**config.mk**
```make
export PLATFORM = sky130hd
export DESIGN_NAME = dp_writeback_flat
export DESIGN_NICKNAME = d
export VERILOG_FILES = /design/src/rtl/dp_writeback_pkg.sv /design/src/rtl/dp_writeback_if.sv /design/src/rtl/dp_writeback_wb_queue.sv /design/src/rtl/dp_writeback.sv /design/src/flat_wrapper.sv
export SDC_FILE = /design/constraint.sdc
export NUM_CORES = 2
export LEC_CHECK = 0
export CAP_MARGIN = 15
export CORE_MARGIN = 1
export CORE_UTILIZATION = 50
export CTS_BUF_LIST = sky130_fd_sc_hd__clkbuf_16
export DETAILED_ROUTE_END_ITERATION = 8
export PLACE_DENSITY = 0.75
export SYNTH_ARGS = -nofsm -noshare
export SYNTH_HDL_FRONTEND = slang
export SYNTH_SLANG_ARGS = --single-unit
export TNS_END_PERCENT = 20
```
**constraint.sdc**
```tcl
create_clock -name clk -period 47 [get_ports clk]
set_clock_uncertainty 0.05 [all_clocks]
set_input_delay 9.4 -clock clk [delete_from_list [all_inputs] [get_ports clk]]
set_output_delay 9.4 -clock clk [all_outputs]
set_load 0.02 [all_outputs]
```
**src/rtl/dp_writeback_pkg.sv**
```systemverilog
// rtl/dp_writeback_pkg.sv - shared register/flag constants and pending-write entry layout
package dp_writeback_pkg;

    localparam logic [3:0] REG_SP = 4'd13;
    localparam logic [3:0] REG_LR = 4'd14;
    localparam logic [3:0] REG_PC = 4'd15;

    localparam int FLAG_N = 2;
    localparam int FLAG_Z = 1;
    localparam int FLAG_C = 0;

    localparam int ADDR_W = 4;
    localparam int DATA_W = 32;
    localparam int FLAG_W = 3;

    typedef struct packed {
        logic [ADDR_W-1:0] addr;
        logic [DATA_W-1:0] data;
        logic              we;
        logic              flag_we;
        logic [FLAG_W-1:0] flags;
    } wb_entry_t;

    localparam int ENTRY_W = $bits(wb_entry_t);

endpackage

```
**src/rtl/dp_writeback_if.sv**
```systemverilog
// rtl/dp_writeback_if.sv - execute-to-writeback result handshake
interface dp_writeback_if;
    import dp_writeback_pkg::*;

    logic              wb_valid;
    logic              wb_ready;
    logic [ADDR_W-1:0] wb_rd_addr;
    logic [DATA_W-1:0] wb_rd_data;
    logic              wb_we;
    logic              wb_flag_we;
    logic              carry_in;
    logic              zero_in;
    logic              neg_in;

    modport master (
        output wb_valid, wb_rd_addr, wb_rd_data, wb_we, wb_flag_we,
               carry_in, zero_in, neg_in,
        input  wb_ready
    );

    modport slave (
        input  wb_valid, wb_rd_addr, wb_rd_data, wb_we, wb_flag_we,
               carry_in, zero_in, neg_in,
        output wb_ready
    );

endinterface

```
**src/rtl/dp_writeback_wb_queue.sv**
```systemverilog
// rtl/dp_writeback_wb_queue.sv - in-order pending-write circular buffer
module wb_queue
    import dp_writeback_pkg::*;
#(
    parameter int DEPTH = 2,
    localparam int PTR_W = $clog2(DEPTH),
    localparam int CNT_W = PTR_W + 1
) (
    input  logic                     clk,
    input  logic                     rst,
    input  logic                     push,
    input  wb_entry_t                push_entry,
    input  logic                     pop,
    output wb_entry_t                head,
    output logic [CNT_W-1:0]         count,
    output logic                     full,
    output logic                     empty,
    output logic [DEPTH*ENTRY_W-1:0] entries,
    output logic [DEPTH-1:0]         entry_valid
);

    wb_entry_t        mem [DEPTH];
    logic [PTR_W-1:0] rd_ptr;
    logic [PTR_W-1:0] wr_ptr;
    logic             push_ok;
    logic             pop_ok;

    assign full    = (count == CNT_W'(DEPTH));
    assign empty   = (count == '0);
    assign push_ok = push && !full;
    assign pop_ok  = pop && !empty;
    assign head    = mem[rd_ptr];

    // Pointers wrap naturally because DEPTH is a power of two.
    always_ff @(posedge clk or posedge rst) begin
        if (rst) begin
            rd_ptr <= '0;
            wr_ptr <= '0;
            count  <= '0;
        end else begin
            if (push_ok) wr_ptr <= wr_ptr + 1'b1;
            if (pop_ok)  rd_ptr <= rd_ptr + 1'b1;
            case ({push_ok, pop_ok})
                2'b10:   count <= count + 1'b1;
                2'b01:   count <= count - 1'b1;
                default: count <= count;
            endcase
        end
    end

    // Storage needs no reset: an entry is only looked at while it is counted valid.
    always_ff @(posedge clk) begin
        if (push_ok) mem[wr_ptr] <= push_entry;
    end

    // Entries are presented oldest-first so the bypass search can simply let the last match win.
    always_comb begin
        entries     = '0;
        entry_valid = '0;
        for (int k = 0; k < DEPTH; k++) begin
            entries[k*ENTRY_W +: ENTRY_W] = mem[rd_ptr + PTR_W'(k)];
            entry_valid[k]                = (CNT_W'(k) < count);
        end
    end

endmodule

```
**src/rtl/dp_writeback.sv**
```systemverilog
// rtl/dp_writeback.sv - writeback stage: result queue, register file, APSR flags, operand bypass
module dp_writeback
    import dp_writeback_pkg::*;
#(
    parameter int          DEPTH    = 2,
    parameter logic [31:0] SP_RESET = 32'h0000_0000,
    localparam int         CNT_W    = $clog2(DEPTH) + 1
) (
    input  logic               clk,
    input  logic               rst,
    dp_writeback_if.slave      wb,
    input  logic               wb_hold,
    input  logic [ADDR_W-1:0]  rn_addr,
    input  logic [ADDR_W-1:0]  rm_addr,
    input  logic [DATA_W-1:0]  pc_in,
    output logic [DATA_W-1:0]  rn_data,
    output logic [DATA_W-1:0]  rm_data,
    output logic               carry_q,
    output logic               zero_q,
    output logic               neg_q,
    output logic               flags_pending,
    output logic               branch_req,
    output logic [DATA_W-1:0]  branch_target
);

    logic [DATA_W-1:0]        regs [16];
    logic [FLAG_W-1:0]        flags;
    wb_entry_t                push_entry;
    wb_entry_t                head;
    wb_entry_t                byp_e;
    logic                     push;
    logic                     pop;
    logic [CNT_W-1:0]         q_count;
    logic                     q_full;
    logic                     q_empty;
    logic [DEPTH*ENTRY_W-1:0] q_entries;
    logic [DEPTH-1:0]         q_valid;

    assign wb.wb_ready = !q_full;
    assign push        = wb.wb_valid && wb.wb_ready;
    assign pop         = !q_empty && !wb_hold;

    always_comb begin
        push_entry                = '0;
        push_entry.addr           = wb.wb_rd_addr;
        push_entry.data           = wb.wb_rd_data;
        push_entry.we             = wb.wb_we;
        push_entry.flag_we        = wb.wb_flag_we;
        push_entry.flags[FLAG_N]  = wb.neg_in;
        push_entry.flags[FLAG_Z]  = wb.zero_in;
        push_entry.flags[FLAG_C]  = wb.carry_in;
    end

    wb_queue #(.DEPTH(DEPTH)) u_queue (
        .clk         (clk),
        .rst         (rst),
        .push        (push),
        .push_entry  (push_entry),
        .pop         (pop),
        .head        (head),
        .count       (q_count),
        .full        (q_full),
        .empty       (q_empty),
        .entries     (q_entries),
        .entry_valid (q_valid)
    );

    // r15 is never stored here; a committed PC write becomes a branch request instead.
    always_ff @(posedge clk or posedge rst) begin
        if (rst) begin
            for (int i = 0; i < 16; i++) regs[i] <= '0;
            regs[REG_SP]  <= SP_RESET;
            flags         <= '0;
            branch_req    <= 1'b0;
            branch_target <= '0;
        end else begin
            branch_req <= 1'b0;
            if (pop) begin
                if (head.we && head.addr != REG_PC) regs[head.addr] <= head.data;
                if (head.flag_we) flags <= head.flags;
                if (head.we && head.addr == REG_PC) begin
                    branch_req    <= 1'b1;
                    branch_target <= {head.data[DATA_W-1:1], 1'b0};
                end
            end
        end
    end

    assign neg_q   = flags[FLAG_N];
    assign zero_q  = flags[FLAG_Z];
    assign carry_q = flags[FLAG_C];

    // Search runs oldest to youngest, so the youngest matching write overrides older ones.
    always_comb begin
        rn_data       = regs[rn_addr];
        rm_data       = regs[rm_addr];
        flags_pending = 1'b0;
        byp_e         = '0;
        if (q_count != '0) begin
            for (int k = 0; k < DEPTH; k++) begin
                byp_e = q_entries[k*ENTRY_W +: ENTRY_W];
                if (q_valid[k] && byp_e.we && byp_e.addr == rn_addr) rn_data = byp_e.data;
                if (q_valid[k] && byp_e.we && byp_e.addr == rm_addr) rm_data = byp_e.data;
                flags_pending = flags_pending | (q_valid[k] & byp_e.flag_we);
            end
        end
        if (rn_addr == REG_PC) rn_data = pc_in;
        if (rm_addr == REG_PC) rm_data = pc_in;
    end

endmodule

```
**src/flat_wrapper.sv**
```systemverilog
// flat-port wrapper written by rule: the top's interface ports become plain ports
module dp_writeback_flat import dp_writeback_pkg::*;
#(
    parameter int          DEPTH    = 2,
    parameter logic [31:0] SP_RESET = 32'h0000_0000,
    localparam int         CNT_W    = $clog2(DEPTH) + 1
)
  (clk, rst, wb_hold, rn_addr, rm_addr, pc_in, rn_data, rm_data, carry_q, zero_q, neg_q, flags_pending, branch_req, branch_target, wb_wb_valid, wb_wb_rd_addr, wb_wb_rd_data, wb_wb_we, wb_wb_flag_we, wb_carry_in, wb_zero_in, wb_neg_in, wb_wb_ready);
  dp_writeback_if wb_i ();
  input  logic clk;
  input  logic rst;
  input  logic wb_hold;
  input  logic [ADDR_W-1:0] rn_addr;
  input  logic [ADDR_W-1:0] rm_addr;
  input  logic [DATA_W-1:0] pc_in;
  output logic [DATA_W-1:0] rn_data;
  output logic [DATA_W-1:0] rm_data;
  output logic carry_q;
  output logic zero_q;
  output logic neg_q;
  output logic flags_pending;
  output logic branch_req;
  output logic [DATA_W-1:0] branch_target;
  input wire logic [$bits(wb_i.wb_valid)-1:0] wb_wb_valid;
  input wire logic [$bits(wb_i.wb_rd_addr)-1:0] wb_wb_rd_addr;
  input wire logic [$bits(wb_i.wb_rd_data)-1:0] wb_wb_rd_data;
  input wire logic [$bits(wb_i.wb_we)-1:0] wb_wb_we;
  input wire logic [$bits(wb_i.wb_flag_we)-1:0] wb_wb_flag_we;
  input wire logic [$bits(wb_i.carry_in)-1:0] wb_carry_in;
  input wire logic [$bits(wb_i.zero_in)-1:0] wb_zero_in;
  input wire logic [$bits(wb_i.neg_in)-1:0] wb_neg_in;
  output wire logic [$bits(wb_i.wb_ready)-1:0] wb_wb_ready;
  assign wb_i.wb_valid = wb_wb_valid;
  assign wb_i.wb_rd_addr = wb_wb_rd_addr;
  assign wb_i.wb_rd_data = wb_wb_rd_data;
  assign wb_i.wb_we = wb_wb_we;
  assign wb_i.wb_flag_we = wb_wb_flag_we;
  assign wb_i.carry_in = wb_carry_in;
  assign wb_i.zero_in = wb_zero_in;
  assign wb_i.neg_in = wb_neg_in;
  assign wb_wb_ready = wb_i.wb_ready;
  dp_writeback #(.DEPTH(DEPTH), .SP_RESET(SP_RESET)) u_core (.clk(clk), .rst(rst), .wb(wb_i), .wb_hold(wb_hold), .rn_addr(rn_addr), .rm_addr(rm_addr), .pc_in(pc_in), .rn_data(rn_data), .rm_data(rm_data), .carry_q(carry_q), .zero_q(zero_q), .neg_q(neg_q), .flags_pending(flags_pending), .branch_req(branch_req), .branch_target(branch_target));
endmodule
```
==> images/wire_density.png <==
Scale bar: 100 um. The die is cut into 26 by 26 equal tiles; dark purple is low, yellow is high, scaled to the fullest tile. Values are wire area over tile area, all layers added.
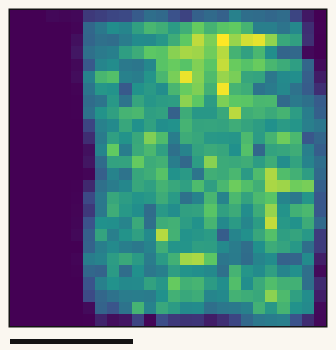
41% of the tiles are over half the peak. The fullest tile reaches 0.65. 23% of the tiles are nearly empty. The mean over all tiles is 0.25.

==> images/final_congestion.png <==
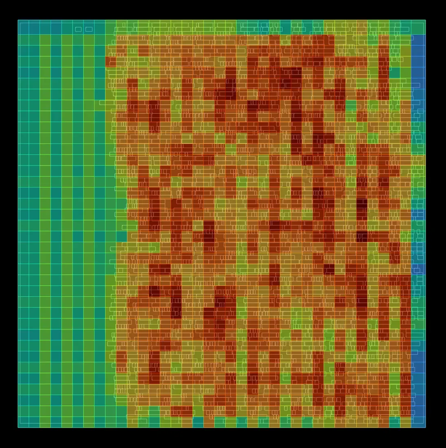
GR peak layer: met2
GR Util met3: 5.448%
M1 GR Usage: 40.78%
Core Util, Final: 57.72%

==> images/cell_classes.png <==
Scale bar: 100 um.
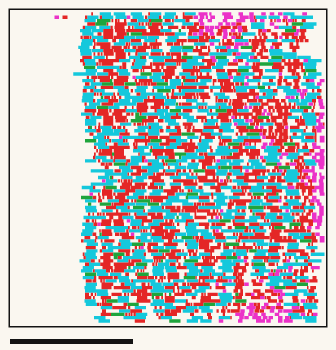
Key: cyan = flops [cells 633]; magenta = other buffers and delay cells [cells 254]; green = clock drivers and dummy loads [cells 121]; red = all other logic [cells 1798]
Seq/total area: 43.68%
design area: 37210 sq um
num rows: 93
core footprint: 64460 sq um

==> images/drive_strength.png <==
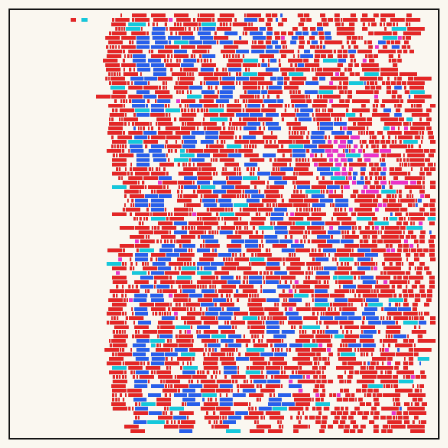
Key: cyan = drive 6 and up [cells 88]; blue = drive 2 [cells 388]; red = drive 1 or less [cells 2242]; magenta = drive 3 to 4 [cells 88]
Syn-to-layout area delta: 13.98%
setup slack after layout: 23770 ps
Non-CTS buffers: 254

-- layout make-up --
cell class                 count  area, sq um  area share [%]
antenna                        5        12.51         0.03362
clock buffer                  70         1752           4.707
clock inverter                51        402.9           1.083
inverter                       7        33.78         0.09078
multi-input combinational   1791        15290           41.10
sequential                   633        16250           43.68
tap                          855         1070           2.875
timing repair buffer         254         2392           6.429
-- routing by layer --
layer  share of wire [%]  wire (um)  GRT usage, %  vias up
met3                  10      10260         5.448      282
li1                    -          -             -    10320
met5               0.019         19             0        -
met1                  37      36810         40.78    12880
met4                 3.9       3853         12.80        2
met2                  48      47830         47.47     1592
-- per-stage QoR --
step / total power (uW) / area (sq um) / setup slack, ps
after global routing: 2637 / 37200 / 23480
after floorplan: 1600 / 32650 / 22140
final: 2521 / 37210 / 23770
after detailed placement: 1967 / 34960 / 23740
after CTS: 2498 / 37110 / 23730
after global placement: 1903 / 34940 / 23740
-- sequential cells by signal, summed over array words and instances, names as in the netlist --
name	count
u_core.branch_req	1
u_core.u_queue.rd_ptr	1
u_core.flags	3
u_core.u_queue.wr_ptr	1
u_core.regs	512
u_core.u_queue.count	2
u_core.u_queue.mem	82
u_core.branch_target	31
-- power by group --
part           internal, uW  switching [uW]
registers               780             187
clock network           299             226
logic                   498             531
total                  1580             944
-- path summary, 6_finish.rpt --
kind / start / slack (ps) / to / depth (start not counted)
worst max-delay path: rm_addr[0] / 23770 / rm_data[15] / 8
worst min-delay path: u_core.regs[26] / 350 / u_core.regs[26] / 0
worst max register to register: u_core.u_queue.rd_ptr / 42100 / u_core.regs[453] / 9
worst min register to register: u_core.regs[26] / 350 / u_core.regs[26] / 0
max in group asynchronous: rst / 35130 / u_core.branch_target[10] / 4
min in group asynchronous: rst / 9280 / u_core.regs[90] / 2
==> Slide: Implementation Results <==
Run Summary

Run status
  – Outcome: completed

Drt
  – Post-route DRC: 0
  – Post-Route WL: between 90000 and 100000 um
  – Wirelength per Cell: 26.94 um
  – Via density: 6.839

Clocking
  – PostCTS Resize Cnt: 0
  – Clk buf depth: 3
  – Hold-fix buffers, CTS: 0
  – Clock sinks: approximately 630

Run
  – Tool warnings: 31

Yosys
  – Post-synthesis instance total: 2736
  – AND/OR/NAND/NOR Cells, Area Fraction: approximately 8.4%
  – Xor/xnor share: less than 1%
  – Register share after synthesis: roughly half
  – Ao+oa area frac: a little over an eighth
  – Cell taking the most area after synthesis: dfrtp_1

Final timing
  – Worst-Margin Slew: approximately 1200 ps
  – Final Max Slew Viols: 0
  – Final Hold Fails: 0

Worst setup path
  – Maximum fanout along the worst path: approximately 53
  – Max stage delay on crit path: between 800 and 900 ps
  – Critical path launch point type: input port

Global route
  – Initial antenna violation count: 8

Finish
  – FILL cells: 4997
No activity file was given, so power comes from the tool's default toggle rates.
